File: src/rtl/ad5791_ctrl.sv
// AD5791 DAC front end: sample FIFO plus SPI frame engine with a control-register init frame.
// Define AD5791_LDAC_EN to pulse ldac_n after each DAC-register frame; otherwise ldac_n is tied low.
module ad5791_ctrl #(
    parameter int                   DATA_NBIT = 20,
    parameter int                   FIFO_AW   = 2,
    parameter int                   SCLK_HDIV = 2,
    parameter int                   SYNC_GAP  = 4,
    parameter logic [DATA_NBIT-1:0] CTRL_WORD = 20'h00012
) (
    input  logic                 mclk,
    input  logic                 rst,
    input  logic                 dac_start,
    input  logic                 dac_en,
    input  logic                 dac_dv,
    input  logic [DATA_NBIT-1:0] dac_data,
    output logic                 dac_waitrequest,
    output logic                 sclk,
    output logic                 sync_n,
    output logic                 sdin,
    output logic                 ldac_n,
    output logic                 busy,
    output logic                 underrun,
    output logic                 overflow
);
    // state | meaning
    // OFF   | disabled, SPI idle
    // INIT  | shifting the control-register frame
    // RUN   | enabled, waiting for dac_start
    // SHIFT | shifting a DAC-register frame
    // GAP   | sync_n high between frames
    typedef enum logic [2:0] {S_OFF, S_INIT, S_RUN, S_SHIFT, S_GAP} state_t;

    localparam int FRAME_NBIT = DATA_NBIT + 4;
    localparam int DEPTH      = 2**FIFO_AW;
`ifdef AD5791_LDAC_EN
    localparam int GAP_LEN = (SYNC_GAP > 2*SCLK_HDIV + 1) ? SYNC_GAP : 2*SCLK_HDIV + 1;
`else
    localparam int GAP_LEN = SYNC_GAP;
`endif
    localparam int BW = $clog2(FRAME_NBIT);
    localparam int HW = $clog2(SCLK_HDIV + 1);
    localparam int GW = $clog2(GAP_LEN + 1);
    localparam logic [BW-1:0]      BIT_LD   = BW'(FRAME_NBIT - 1);
    localparam logic [HW-1:0]      HDIV_LD  = HW'(SCLK_HDIV - 1);
    localparam logic [GW-1:0]      GAP_LD   = GW'(GAP_LEN - 1);
    localparam logic [FIFO_AW:0]   FULL_CNT = (FIFO_AW+1)'(DEPTH);
    localparam logic [2:0]         ADDR_DAC  = 3'b001;
    localparam logic [2:0]         ADDR_CTRL = 3'b010;

    logic [DATA_NBIT-1:0] mem [DEPTH];
    logic [FIFO_AW-1:0]   wr_ptr, rd_ptr;
    logic [FIFO_AW:0]     count, count_nxt;
    logic                 full, empty, push, pop, underrun_set;

    state_t                state, state_nxt;
    logic [FRAME_NBIT-2:0] shreg, shreg_nxt;
    logic [FRAME_NBIT-1:0] frame;
    logic [BW-1:0]         bit_cnt, bit_nxt;
    logic [HW-1:0]         hdiv_cnt, hdiv_nxt;
    logic [GW-1:0]         gap_cnt, gap_nxt;
    logic                  sclk_nxt, sync_n_nxt, sdin_nxt, stop_q, stop_nxt, load;

    assign full  = (count == FULL_CNT);
    assign empty = (count == '0);
    // a pop in the same cycle frees the slot, so a push into a full FIFO is still taken
    assign push  = dac_dv && dac_en && (!full || pop);

    always_comb begin
        count_nxt = count;
        if (push && !pop)
            count_nxt = count + 1'b1;
        else if (!push && pop)
            count_nxt = count - 1'b1;
    end

    always_ff @(posedge mclk) begin
        if (push)
            mem[wr_ptr] <= dac_data;
    end

    always_ff @(posedge mclk) begin
        if (rst) begin
            wr_ptr          <= '0;
            rd_ptr          <= '0;
            count           <= '0;
            dac_waitrequest <= 1'b0;
            underrun        <= 1'b0;
            overflow        <= 1'b0;
        end else begin
            if (!dac_en) begin
                wr_ptr          <= '0;
                rd_ptr          <= '0;
                count           <= '0;
                dac_waitrequest <= 1'b0;
            end else begin
                if (push)
                    wr_ptr <= wr_ptr + 1'b1;
                if (pop)
                    rd_ptr <= rd_ptr + 1'b1;
                count           <= count_nxt;
                dac_waitrequest <= (count_nxt == FULL_CNT);
            end
            if (dac_dv && dac_en && full && !pop)
                overflow <= 1'b1;
            if (underrun_set)
                underrun <= 1'b1;
        end
    end

    always_comb begin
        state_nxt    = state;
        shreg_nxt    = shreg;
        bit_nxt      = bit_cnt;
        hdiv_nxt     = hdiv_cnt;
        gap_nxt      = gap_cnt;
        sclk_nxt     = sclk;
        sync_n_nxt   = sync_n;
        sdin_nxt     = sdin;
        stop_nxt     = stop_q || !dac_en;
        pop          = 1'b0;
        underrun_set = 1'b0;
        load         = 1'b0;
        frame        = '0;
        case (state)
            S_OFF: begin
                // level start also restarts if dac_en came back while the last frame drained
                stop_nxt = 1'b0;
                if (dac_en) begin
                    state_nxt = S_INIT;
                    load      = 1'b1;
                    frame     = {1'b0, ADDR_CTRL, CTRL_WORD};
                end
            end
            S_RUN: begin
                if (!dac_en)
                    state_nxt = S_OFF;
                else if (dac_start) begin
                    if (empty)
                        underrun_set = 1'b1;
                    else begin
                        pop       = 1'b1;
                        state_nxt = S_SHIFT;
                        load      = 1'b1;
                        frame     = {1'b0, ADDR_DAC, mem[rd_ptr]};
                    end
                end
            end
            S_INIT, S_SHIFT: begin
                if (hdiv_cnt != '0)
                    hdiv_nxt = hdiv_cnt - 1'b1;
                else begin
                    hdiv_nxt = HDIV_LD;
                    if (sclk)
                        sclk_nxt = 1'b0;
                    else if (bit_cnt == '0) begin
                        sclk_nxt   = 1'b1;
                        sync_n_nxt = 1'b1;
                        sdin_nxt   = 1'b0;
                        gap_nxt    = GAP_LD;
                        state_nxt  = S_GAP;
                    end else begin
                        sclk_nxt  = 1'b1;
                        sdin_nxt  = shreg[FRAME_NBIT-2];
                        shreg_nxt = {shreg[FRAME_NBIT-3:0], 1'b0};
                        bit_nxt   = bit_cnt - 1'b1;
                    end
                end
            end
            S_GAP: begin
                if (gap_cnt != '0)
                    gap_nxt = gap_cnt - 1'b1;
                else
                    state_nxt = stop_nxt ? S_OFF : S_RUN;
            end
            default: state_nxt = S_OFF;
        endcase
        if (load) begin
            shreg_nxt  = frame[FRAME_NBIT-2:0];
            sdin_nxt   = frame[FRAME_NBIT-1];
            sync_n_nxt = 1'b0;
            sclk_nxt   = 1'b1;
            hdiv_nxt   = HDIV_LD;
            bit_nxt    = BIT_LD;
        end
    end

    always_ff @(posedge mclk) begin
        if (rst) begin
            state    <= S_OFF;
            shreg    <= '0;
            bit_cnt  <= '0;
            hdiv_cnt <= '0;
            gap_cnt  <= '0;
            sclk     <= 1'b1;
            sync_n   <= 1'b1;
            sdin     <= 1'b0;
            stop_q   <= 1'b0;
            busy     <= 1'b0;
        end else begin
            state    <= state_nxt;
            shreg    <= shreg_nxt;
            bit_cnt  <= bit_nxt;
            hdiv_cnt <= hdiv_nxt;
            gap_cnt  <= gap_nxt;
            sclk     <= sclk_nxt;
            sync_n   <= sync_n_nxt;
            sdin     <= sdin_nxt;
            stop_q   <= stop_nxt;
            busy     <= (state_nxt inside {S_INIT, S_SHIFT, S_GAP});
        end
    end

`ifdef AD5791_LDAC_EN
    localparam int LW = $clog2(2*SCLK_HDIV + 1);
    localparam logic [LW-1:0] LDAC_LD = LW'(2*SCLK_HDIV);
    logic [LW-1:0] ldac_cnt;

    // loaded as sync_n rises, so the low pulse begins one cycle later
    always_ff @(posedge mclk) begin
        if (rst) begin
            ldac_cnt <= '0;
            ldac_n   <= 1'b1;
        end else if (state == S_SHIFT && state_nxt == S_GAP) begin
            ldac_cnt <= LDAC_LD;
            ldac_n   <= 1'b1;
        end else if (ldac_cnt != '0) begin
            ldac_cnt <= ldac_cnt - 1'b1;
            ldac_n   <= 1'b0;
        end else
            ldac_n <= 1'b1;
    end
`else
    always_ff @(posedge mclk) begin
        if (rst)
            ldac_n <= 1'b1;
        else
            ldac_n <= 1'b0;
    end
`endif

endmodule

File: config.mk
export PLATFORM = sky130hd
export DESIGN_NAME = ad5791_ctrl
export DESIGN_NICKNAME = d
export VERILOG_FILES = /design/src/rtl/ad5791_ctrl.sv
export SDC_FILE = /design/constraint.sdc
export NUM_CORES = 1
export LEC_CHECK = 0
export CORE_UTILIZATION = 48
export DETAILED_ROUTE_END_ITERATION = 10
export PLACE_DENSITY = 0.66
export SYNTH_ARGS = -nofsm -noshare
export SYNTH_HDL_FRONTEND = slang
export SYNTH_SLANG_ARGS = --single-unit
File: constraint.sdc
create_clock -name mclk -period 2.39 [get_ports mclk]
set_input_delay 0.3585 -clock mclk [delete_from_list [all_inputs] [get_ports mclk]]
set_output_delay 0.3585 -clock mclk [all_outputs]
set_load 0.01 [all_outputs]
==> run_1/layers.png <==
Scale bar: 20 µm. Only two layers are drawn.
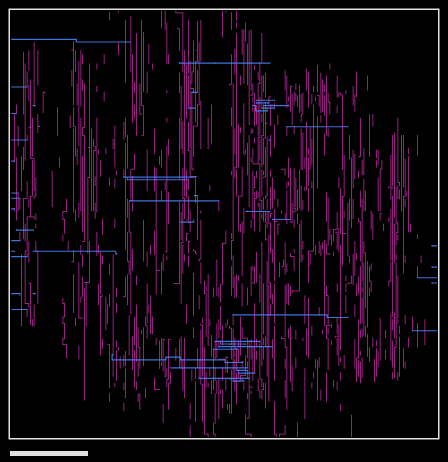
- M2: magenta (wire length 5150 µm)
- M3: blue (wire length 382 µm)
global routing usage summed across all routing layers: 19.7%
average wire length per cell after detail routing: 17.2 µm
sum of routed wire length over all layers: 10800 µm
via count of the routed design: 3561

==> run_1/ff_map.png <==
Scale bar: 20 µm. Other sequential cells in the stronger grey, the rest of the logic in the fainter grey.
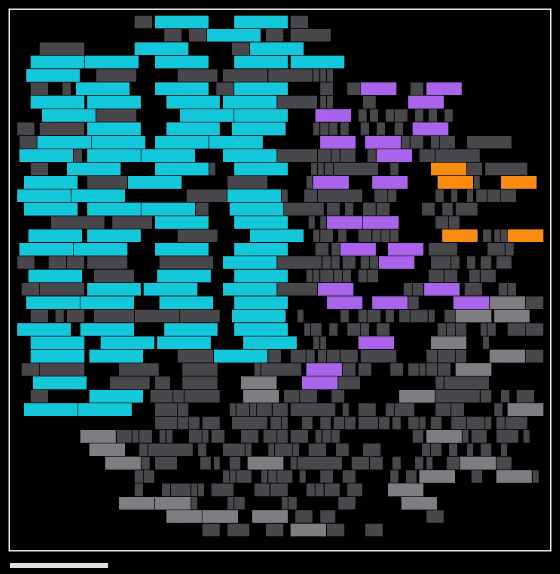
- shreg: purple (sequential cells 23)
- mem: cyan (sequential cells 80)
- bit_cnt: orange (sequential cells 5)
- not coloured: 26
final core utilization: 59.8%
sequential logic power: 0.00255 W
sequential standard cell area: 0.00348 mm²
proportion of cell area occupied by registers: 51.2%

==> impl_metrics.ini, run 1 <==
; flow metrics
[outcome]
status = completed

[setup_path]
timing.critical_path.required_ps = 2700
path_cells = inv_1, ha_1, or4b_2, nor4_1, o41a_1, a21oi_1
critical_path.max_fanout = 5
timing.setup.critical_path_class = flip-flop to flip-flop

[synthesis]
post_synth_and_or_nand_nor_area_fraction_pct = 12.8
ys_ff = 134
ys_sh_xor_pct = 0.784
async_set_or_reset_flop_fraction_in_the_synthesized_netlist_pct = 0
yosys_cells = 424
postSynthAreaPerCell_um2 = 13.2
chip_area_in_the_yosys_report_mm2 = 0.00559

[final_layout]
biggestCellCategory = sequential cells
layout.cells.most_common = edfxtp_1
nNonClkBuffers = 58
sh_comb_area_pct = 28.3
most_used_cells_in_the_layout_excluding_fill_and_tap_cells = 80 x edfxtp_1, 54 x dfxtp_1, 32 x clkdlybuf4s50_1
finalNonFillerCells = 629

[routing]
drt_iter0_drc = 235

[die]
chip_area_mm2 = 0.0121
rows = 39
core_area_mm2 = 0.0114
die_boundary_width_um = 110

[place]
dpl.hpwl_um = 6960

[timing]
report.final.slew_viol_count = 0
finalHoldWorstSlack_ps = 473
finClkSkew_ps = 8.19

[clock_tree]
ctsHtreeMaxLevel = 4
tritoncts.num_buffers = 17
cts.hold.buffers_added = 0

[pwr]
leakagePower_nw = 2.28
==> run_1/clock_wires.png <==
Scale bar: 20 µm.
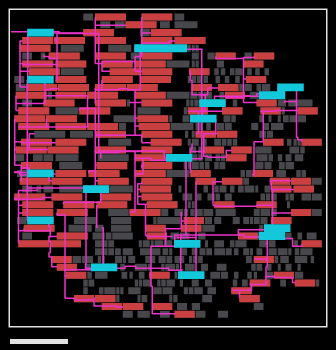
- flip-flops: red (count 134)
- clock wires: magenta (length 1680 µm)
- clock-net drivers: cyan (count 17)
- routed clock nets: 18
- flops lie: widely spread

run 1: routing by layer:
layer / global-route usage, % / vias up / part of all wire, %
li1: - / 1724 / -
met4: 8.10 / 0 / 1.7
met2: 31.2 / 79 / 48
met5: 0 / - / 0
met1: 25.4 / 1742 / 47
met3: 5.51 / 16 / 3.5
run 1: flip-flops by register name (all words and copies together), names as in the netlist, 2 cells and up, named ones only:
signal / cells
rd_ptr: 2
shreg: 23
mem: 80
wr_ptr: 2
gap_cnt: 3
state: 3
bit_cnt: 5
count: 3
hdiv_cnt: 2
run 1: synthesized netlist by cell type (all sizes together) (2+ instances only):
library cell  count
or2               3
a311oi            2
nand3             8
xnor2             4
nor4              3
a311o             2
a221oi            2
o21ai            26
nor4bb            3
o2111ai           2
nand2            29
nor2b             3
a211oi           18
or3               4
or4b              3
nand2b            9
inv              12
a21oi            14
mux4             20
nand3b            2
mux2i             2
buf              13
nor3             26
nand4             3
clkbuf           15
dfxtp            54
nor4b             3
ha               10
a31oi             6
edfxtp           80
nor2             19
and2              5
o22ai             3
run 1: final timing paths:
path,endpoint,slack [ps],startpoint,cells past startpoint
max,busy,250,bit_cnt[0],6
min reg2reg,underrun,470,underrun,2
max reg2reg,busy,250,bit_cnt[0],6
min,underrun,470,underrun,2
run 1: power breakdown:
part           switching, W  internal, W  leakage, nW
combinational      0.000178     0.000162        0.832
sequential        0.0000356      0.00251         1.17
clock               0.00101      0.00154        0.281
run 1: worst reg2reg max path, cell delays in order (launching register included):
cell	delay, ps
dfxtp_1	330
inv_1	60
ha_1	220
or4b_2	670
nor4_1	430
o41a_1	250
a21oi_1	70
run 1: repair_timing:
| item | in CTS | in global routing |
|---|---|---|
| buffers inserted | 0 | 0 |
| gates resized | 0 | 1 |
| setup endpoints to repair | 0 | 1 |
==> run 1 -> run 2 <==
- GPL_ROUTABILITY_DRIVEN: not set -> 0
- PLACE_DENSITY: 0.66 -> 0.68
- clock period: 2.39 -> 1.7 ns (I/O delays scaled with it)
==> run_2/clock_wires.png <==
Scale bar: 20 µm.
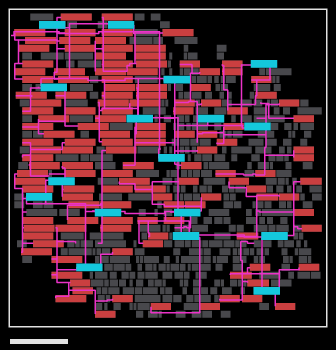
- flip-flops: red (count 134)
- clock wires: magenta (length 1610 µm)
- clock-net drivers: cyan (count 17)
- flops lie: widely spread

==> run_2/ff_map.png <==
Scale bar: 20 µm. Other sequential cells in the stronger grey, the rest of the logic in the fainter grey.
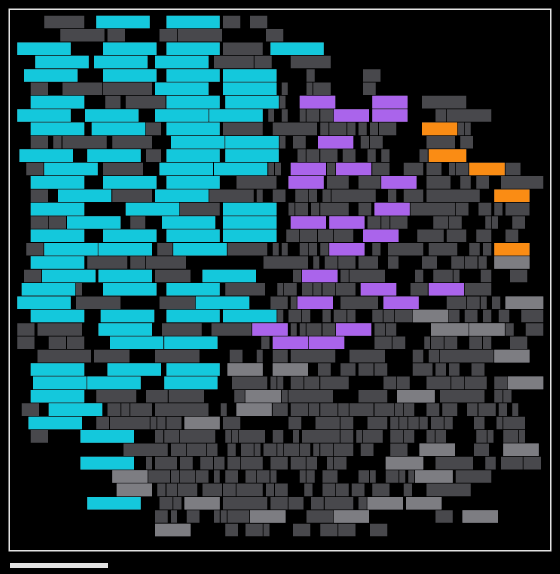
- bit_cnt: orange (sequential cells 5)
- mem: cyan (sequential cells 80)
- shreg: purple (sequential cells 23)

==> run 2 against run 1 <==
Against the previous run: the run now ends with negative setup slack left; register-to-register slack got worse by 360 ps; non-clock buffer count up 48; wire length up 17%; clock skew is 1.3 ps lower; combinational power grew 100%; sequential share of layout area is 5.6 points lower; synthesized cell count unchanged; final cell count is 8.4% higher; maximum frequency increased by 19%; critical path type unchanged; largest cell class unchanged; largest power group unchanged; highest routed layer unchanged.
==> impl_metrics.ini, run 2 <==
; flow metrics
[setup_path]
critical_path.max_fanout = 6
timing.critical_path.required_ps = 2030
rr_worst_depth = 7
r2r_slack_ps = -100
critPathTopFamily = simple AND/OR/NAND/NOR gates
timing.setup.critical_path_class = flip-flop to flip-flop
timing.critical_path.depth = 7
path_cells = or4b_4, buf_6, nor3_4, buf_6, buf_6, nor3_1, a211oi_1

[timing]
finClkSkew_ps = 6.85
setup-violations-final = 107
setup_slack_ps = -104
finalHoldWorstSlack_ps = 462
report.final.slew_viol_count = 0

[final_layout]
layout.cells.most_common = edfxtp_1
finalNetCount = 563
finalNonFillerCells = 682
register_ranked_first_by_flip_flop_count = mem
largest_register_ffs = 80
most_used_cells_in_the_layout_excluding_fill_and_tap_cells = 80 x edfxtp_1, 51 x buf_4, 48 x dfxtp_1
layout_top_registers = mem x80, shreg x23, bit_cnt x5
final_core_utilization_pct = 67.2

[synthesis]
ys_top_cells_by_count = 80 x edfxtp_1, 54 x dfxtp_1, 29 x nand2_1, 25 x nor3_1, 24 x o21ai_0
postSynthAreaPerCell_um2 = 13.2
most_common_cell = edfxtp_1
async_set_or_reset_flop_fraction_in_the_synthesized_netlist_pct = 0
synth_area_mm2 = 0.00559
chip_area_in_the_yosys_report_mm2 = 0.00559
yosys_cells = 424

[place]
dpl.hpwl_um = 7320

[pwr]
leakagePower_nw = 2.67

[global_route]
grtUsageTotal_pct = 23.1
grt.overflow.total = 0

[outcome]
failing_checks = negative setup slack
status = finished, violations left

[clock_tree]
tritoncts.num_buffers = 17
cts.hold.buffers_added = 0
ctsHtreeMaxLevel = 4

[routing]
drt_pre_antenna_iters = 4
detail_route.vias_per_cell = 5.76
detail_route.wl_per_cell_um = 18.5
sum_of_routed_wire_length_over_all_layers_um = 12600
drt_iter0_drc = 293

[die]
die_boundary_width_um = 110
chip_area_mm2 = 0.0121
rows = 39
core_area_mm2 = 0.0114

[hold_path]
hold-path-cell-count = 2
-- run 2: cell counts after synthesis --
Identical to the previous run, type by type.
-- run 2: timing repair --
| action | in CTS | in global routing |
|---|---|---|
| endpoints found under the setup margin | 121 | 120 |
| cloned | 10 | 0 |
| buffers inserted | 8 | 3 |
| pin swaps | 23 | 25 |
| gates resized | 49 | 27 |
-- run 2: kinds of logic after synthesis --
group / after synthesis / synth area share [%]
adders and majority gates: 10 / 2.24
xor gates and xnor gates: 5 / 0.784
buffers and inverters: 40 / 3.34
DFF: 134 / 62.4
AOI/OAI and AO/OA: 84 / 9.88
and+or+nand+nor: 128 / 12.8
muxes: 23 / 8.62
-- run 2: layer usage --
metal | up-vias | global-route usage (%) | wire length (µm)
met1 | 1970 | 29.6 | 5530
met5 | - | 0 | 0
li1 | 1838 | - | -
met2 | 94 | 37.0 | 6340
met3 | 27 | 6.28 | 494
met4 | 0 | 9.81 | 244
-- run 2: area by class of cell --
cell class | count | area (µm²)
inverters | 12 | 45.0
well taps | 143 | 179
clock buffers | 17 | 425
repair buffers | 106 | 1070
flip-flops and latches | 134 | 3490
fillers | 794 | 3730
multi-input cells | 257 | 2250
clock inverters | 13 | 183
-- run 2: where the power goes --
group	switching, W	total, W	leakage (nW)	internal (W)
Clock	0.00135	0.00378	0.289	0.00243
Sequential	0.0000493	0.00359	1.17	0.00354
Combinational	0.000322	0.000679	1.21	0.000357
Total	0.00173	0.00805	2.67	0.00632
-- run 2: worst min-delay path, stage by stage, from the launching register on --
cell,delay [ps]
dfxtp_1,320
nand3_2,50
a21oi_1,50
-- run 2: path summary, 6_finish.rpt --
kind	start	to
hold reg to reg	shreg[4]	shreg[4]
setup reg to reg	state[2]	shreg[6]
setup / recovery	state[2]	shreg[6]
hold / removal	shreg[4]	shreg[4]
Power and IR drop assume default switching activity.
